==> config.mk <==
export PLATFORM = sky130hd
export DESIGN_NAME = y86_cc_cond_stage
export DESIGN_NICKNAME = d
export VERILOG_FILES = /design/src/rtl/y86_cc_cond_stage.sv
export SDC_FILE = /design/constraint.sdc
export NUM_CORES = 1
export LEC_CHECK = 0
export CAP_MARGIN = 40
export CORE_MARGIN = 5
export CORE_UTILIZATION = 23
export CTS_CLUSTER_DIAMETER = 100
export DETAILED_ROUTE_END_ITERATION = 8
export PLACE_DENSITY = 0.58
export SLEW_MARGIN = 0
export SYNTH_ARGS = -nofsm -noshare
export SYNTH_HDL_FRONTEND = slang
export SYNTH_SLANG_ARGS = --single-unit
==> constraint.sdc <==
create_clock -name clk -period 1.5 [get_ports clk]
set_clock_uncertainty 0.15 [all_clocks]
set_input_delay 0.375 -clock clk [delete_from_list [all_inputs] [get_ports clk]]
set_output_delay 0.375 -clock clk [all_outputs]
set_load 0.02 [all_outputs]
Run 1, clock wiring as the flow saved it:
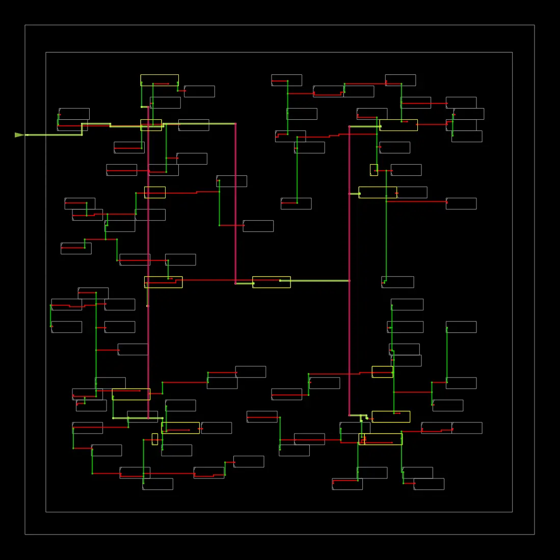
Clock buffer cells: 14
Clk. pwr: 2.04 mW

Run 1, drive-strength map:
Scale bar: 20 um.
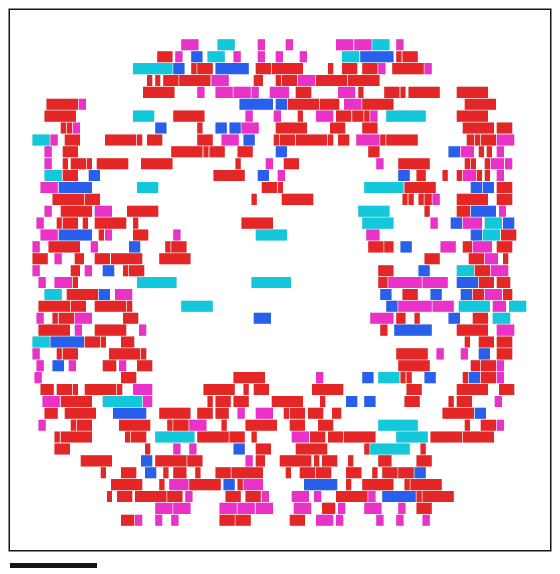
blue -> _3 and _4 cells  # cells 53, share 11%, most used buf_4
magenta -> _2 cells  # cells 127, share 26%, most used buf_2
cyan -> _6 and larger  # cells 31, share 6.2%, most used buf_6
red -> _0 and _1 cells  # cells 287, share 58%, most used nor2_1
fin worst setup slack: -0.359 ns
Signal buffers: 206

Run 1, routed clock nets over the placement:
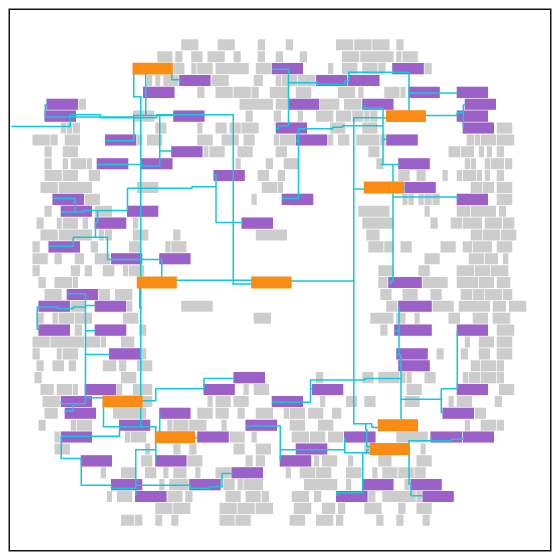
cyan -> clock wires  # length 1150 um
purple -> flip-flops  # count 77
orange -> clock drivers  # count 9
flops lie = spread over the die
Late-Pin Clk Latency: 0.33 ns
Clock Power Share: 41.0%

==> flow_summary.json, run 1 <==
{
  "grt_first_pass_wirelength_mm": 15.1,
  "clk_pin_slew_ns": 0.06,
  "path_max_fanout": 2,
  "routabilityCongestion": 0.769,
  "synthTopCellsByCount": "77 x dfxtp_1, 76 x nor2_1, 67 x mux2i_1",
  "die_w_um": 124,
  "path_class": "in2out",
  "ir_worst_vdd_v": 0.000604,
  "io_pins": 162,
  "ys_warn_count": 0,
  "use_met2_pct": 21.1,
  "drc": 0,
  "violations": "negative setup slack",
  "setup_viol": 6,
  "dpl_worst_slack_ns": -1.12,
  "syn_to_final_growth_pct": 78.9,
  "grt_max_degree": 41,
  "chip_area_um2": 15300,
  "top_area_cell": "dfxtp_1",
  "ys_chip_area_um2": 2970,
  "status": "finished with violations",
  "synthesis.instances": 294,
  "fin_crit_sh_pct": 124,
  "drive_gt1_share_pct": 42.4,
  "syn_nets": 378,
  "grt_overflow": 0,
  "drt-initial-drc-count": 86,
  "rsz0062_at_grt": "true",
  "yosys.area.top_type_share_pct": 52.0,
  "r2r_setup_slack_ns": -0.01,
  "final_hold_viol_count": 0,
  "busiest_layer": "met2",
  "edf_count": 0,
  "worstPathRequired_ns": 0.97,
  "totalWireLength_mm": 9.93,
  "cts_tree": "built",
  "hp-class": "in2reg",
  "met3_usage_pct": 4.81,
  "tool_warnings": 29,
  "fmax_mhz": 538,
  "slew_violations": 0,
  "grt_util_met1_pct": 15.0,
  "fill_cells": 1280,
  "initial_core_util_pct": 23.5,
  "hold_buffers": 0,
  "setup.worst_path.end_class": "output pin",
  "hold_depth": 3,
  "synthArstFlopShare_pct": 0,
  "core_area_um2": 12600,
  "wl_per_cell_um": 14.8,
  "die_h_um": 124,
  "numClockSinks": 77,
  "via_per_inst": 4.30,
  "flop_cell": "dfxtp_1",
  "synth-seq-area-share_pct": 52.0,
  "power_density_nw_per_um2": 939,
  "syn_area_per_cell_um2": 10.1,
  "yosys_register_bits": 77,
  "final_net_count": 578,
  "diodes": 0,
  "finalWorstSetupSlack_ns": -0.359,
  "clock_path_buffers": 2,
  "critPathLaunchType": "input pin"
}
[run 1: power by group]
group          total (mW)  internal [mW]  switching (mW)
clock                2.04           1.24           0.796
sequential           2.14           2.11          0.0331
combinational       0.799          0.418           0.381
total                4.98           3.77            1.21
[run 1: final cells by class]
class                           instances  area share (%)
Sequential cell                        77            29.2
Inverter                                4           0.283
Timing Repair Buffer                  206            32.4
Multi-Input combinational cell        196            28.9
Clock inverter                          1          0.0943
Tap cell                              172            4.06
Clock buffer                           14            5.16
[run 1: through the flow]
step / cells / power [mW] / util, % / hold slack (ns)
after floorplan: 294 / 2.50 / - / 0.291
after global placement: 654 / 3.03 / 40.9 / 0.311
after detailed placement: 654 / 3.05 / 40.9 / 0.324
after CTS: 670 / 5.09 / 43.8 / 0.119
after global routing: 670 / 5.24 / 42.0 / 0.124
final: 670 / 4.98 / 42.0 / 0.135
[run 1: routing by layer]
layer  vias up  share of wire (%)  routed length [um]
met3        11                8.4                 832
met1      1347                 42                4170
li1       1425                  -                   -
met2        98                 48                4720
met5         -                  0                   0
met4         0                2.1                 204
[run 1: critical path, cell delays in order]
cell and delay (ns):
clkdlybuf4s50_1 0.42, a21o_1 0.21, nor3_4 0.19, buf_6 0.14
[run 1: layout by cell type, fill, tap and decap left out, types with 10 or more instances in the layout]
cell type	synthesis	final
nor2_1	76	76
dfxtp_1	77	74
mux2i_1	67	66
buf_2	9	55
buf_4	0	40
clkdlybuf4s15_2	0	35
clkdlybuf4s50_1	0	22
clkbuf_2	0	16
buf_6	0	13
dlygate4sd2_1	0	10
[run 1: logic make-up after synthesis]
kind of cell / Yosys count / share of synthesized area [%]
buf+inv: 21 / 3.04
simple gates: 112 / 18.2
compound gates: 16 / 3.88
flops: 77 / 52.0
mux: 67 / 22.6
xor+xnor: 1 / 0.295
==> run 2, diff against run 1 <==
--- a/config.mk
+++ b/config.mk
@@ -5,12 +5,13 @@
 export SDC_FILE = /design/constraint.sdc
 export NUM_CORES = 1
 export LEC_CHECK = 0
+export ABC_AREA = 1
 export CAP_MARGIN = 40
 export CORE_MARGIN = 5
-export CORE_UTILIZATION = 23
+export CORE_UTILIZATION = 35
 export CTS_CLUSTER_DIAMETER = 100
 export DETAILED_ROUTE_END_ITERATION = 8
-export PLACE_DENSITY = 0.58
+export PLACE_DENSITY_LB_ADDON = 0.15
 export SLEW_MARGIN = 0
 export SYNTH_ARGS = -nofsm -noshare
 export SYNTH_HDL_FRONTEND = slang
Run 2, sequential cells coloured by netlist name:
Scale bar: 20 um. Other sequential cells in the stronger grey, the rest of the logic in the fainter grey.
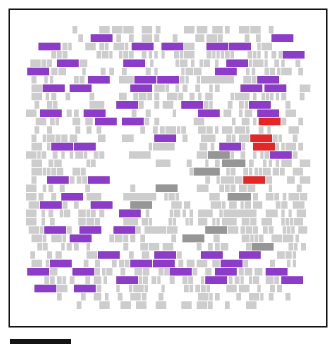
red -> m_icode  # sequential cells 4, where right middle
purple -> m_vale  # sequential cells 64, where spread over the die
Util after Layout: 57.8%
Register Area: 1550 um2
P_seq: 2.16 mW
sequential cell area share: 31.2%

Run 2, clock wiring as the flow saved it:
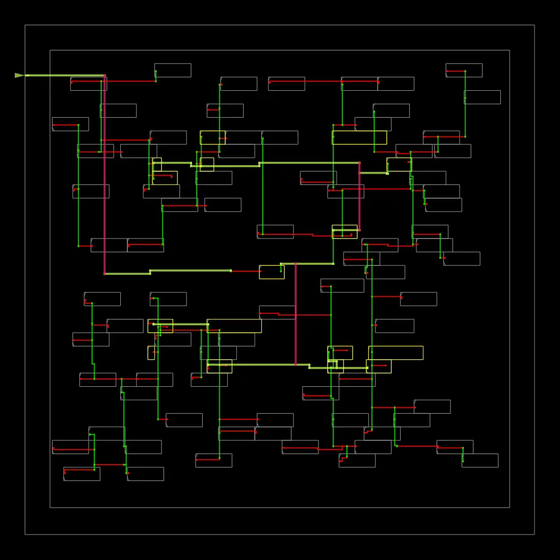
Clock buffer cells: 10
Late-Pin Clk Latency: 0.35 ns
FFs & Latches: 77
Clk. pwr: 1.89 mW
clock sinks: 77

Run 2, routed clock nets over the placement:
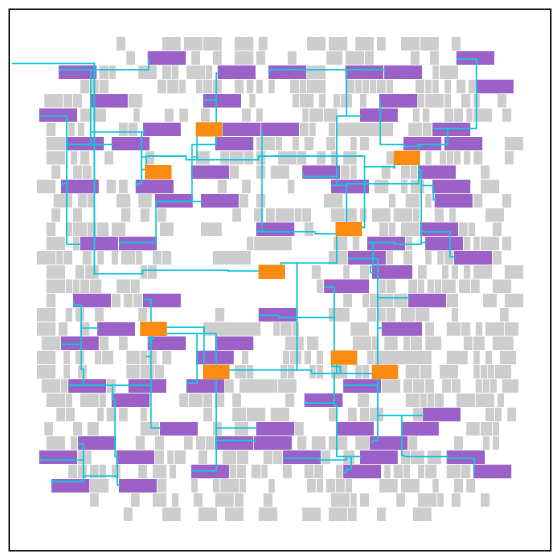
cyan -> clock wires  # length 1030 um
purple -> flip-flops  # count 77
orange -> clock drivers  # count 9
flops lie = spread over the die
routed clock nets = 10
Clock Power Share: 39.1%

==> run 2 against run 1 <==
The run still ends with negative setup slack left. Routed wire length down 0.32%. Synthesized cell count is 37% higher. Register-to-register slack improved by 0.14 ns. Count of clock-buffer cells in the layout shrank 4. First-iteration DRC count stayed put. Fmax rose by 2.6%. Hold slack improved by 0.046 ns. Largest power group unchanged.
==> flow_summary.json, run 2 <==
{
  "status": "finished with violations",
  "violations": "negative setup slack",
  "ys_warn_count": 0,
  "clock_path_buffers": 2,
  "syn_to_final_growth_pct": 64.0,
  "cp.depth": 6,
  "synth-seq-area-share_pct": 50.9,
  "yosys.area.top_type_share_pct": 50.9,
  "setup_viol": 2,
  "placed_cells": 698,
  "edf_count": 0,
  "via_per_inst": 4.64,
  "layoutNonFillerInstCount": 717,
  "chip_area_um2": 10600,
  "rsz0062_at_grt": "true",
  "fmax_mhz": 552,
  "final_net_count": 688,
  "setup.worst_path.end_class": "output pin",
  "synthesis.instances": 403,
  "totalWireLength_mm": 9.90,
  "ys_chip_area_um2": 3030,
  "finalWorstSetupSlack_ns": -0.311,
  "yosys_register_bits": 77,
  "path_buffers": 3,
  "mostFrequentLayoutCell": "clkdlybuf4s50_1",
  "die_w_um": 103,
  "drt-initial-drc-count": 86,
  "top_layer": "met4",
  "cts_tree": "built",
  "route.met2.wl_mm": 4.82,
  "wl_per_cell_um": 13.8,
  "dpl_worst_slack_ns": -0.948,
  "drc": 0,
  "grt_first_pass_wirelength_mm": 15.3,
  "power_density_nw_per_um2": 975,
  "r2r_setup_slack_ns": 0.13,
  "path_max_fanout": 2,
  "synthTopCellsByCount": "77 x dfxtp_1, 73 x nand2_1, 72 x a21oi_1",
  "flop_cell": "dfxtp_1",
  "slowest_delay_ns": 0.39,
  "path_class": "in2out",
  "drive_gt1_share_pct": 26.6,
  "core_area_um2": 8590,
  "diodes": 0,
  "critPathLaunchType": "input pin",
  "hold_depth": 3,
  "initial_core_util_pct": 35.2
}
run 2: power by group:
group	total, mW	internal, mW	leakage [nW]	switching, mW
Clock	1.89	1.11	0.116	0.786
Combinational	0.794	0.405	1.63	0.389
Sequential	2.16	2.12	0.630	0.0378
Total	4.84	3.63	2.38	1.21
run 2: timing repair:
item,4_1_cts,5_1_grt
buffers inserted,3,2
hold buffers,0,0
pin swaps,4,5
resized,269,57
setup endpoints to repair,83,57
run 2: worst register-to-register path, stage by stage (launching register included):
cell and delay [ns]:
dfxtp_2 0.34, inv_2 0.06, nand2_2 0.05, nand2_2 0.07
nor2_1 0.04, nor2_1 0.11, nand2_2 0.07, buf_4 0.15
nand2_4 0.08, nand2_1 0.05, nand2_1 0.05, nand2_1 0.04
run 2: kinds of logic after synthesis:
kind of cell | Yosys count | share of synthesized area, %
AOI/OAI and AO/OA | 123 | 20.5
DFF | 77 | 50.9
buffers and inverters | 80 | 11.1
and+or+nand+nor | 123 | 17.5
run 2: cell type report:
| type | count | area, um2 |
|---|---|---|
| fillers | 849 | 3630 |
| repair buffers | 212 | 1650 |
| flip-flops and latches | 77 | 1550 |
| multi-input cells | 246 | 1170 |
| inverters | 58 | 220 |
| well taps | 108 | 135 |
| clock buffers | 10 | 128 |
| clock inverters | 6 | 111 |
run 2: per-layer routing:
layer / GRT usage, % / vias up
met3: 6.97 / 9
met2: 30.9 / 106
li1: - / 1704
met1: 22.0 / 1505
met5: 0 / -
met4: 4.48 / 0
run 2: per-stage QoR:
stage	total power [mW]	hold WS (ns)	util, %
2_1_floorplan	2.53	0.353	-
3_3_place_gp	3.05	0.294	58.9
3_5_place_dp	3.06	0.301	58.9
4_1_cts	4.93	0.311	61.1
5_1_grt	5.07	0.172	57.8
6_report	4.84	0.181	57.8
Power figures rest on the tool's default switching activity, not on a simulated workload.
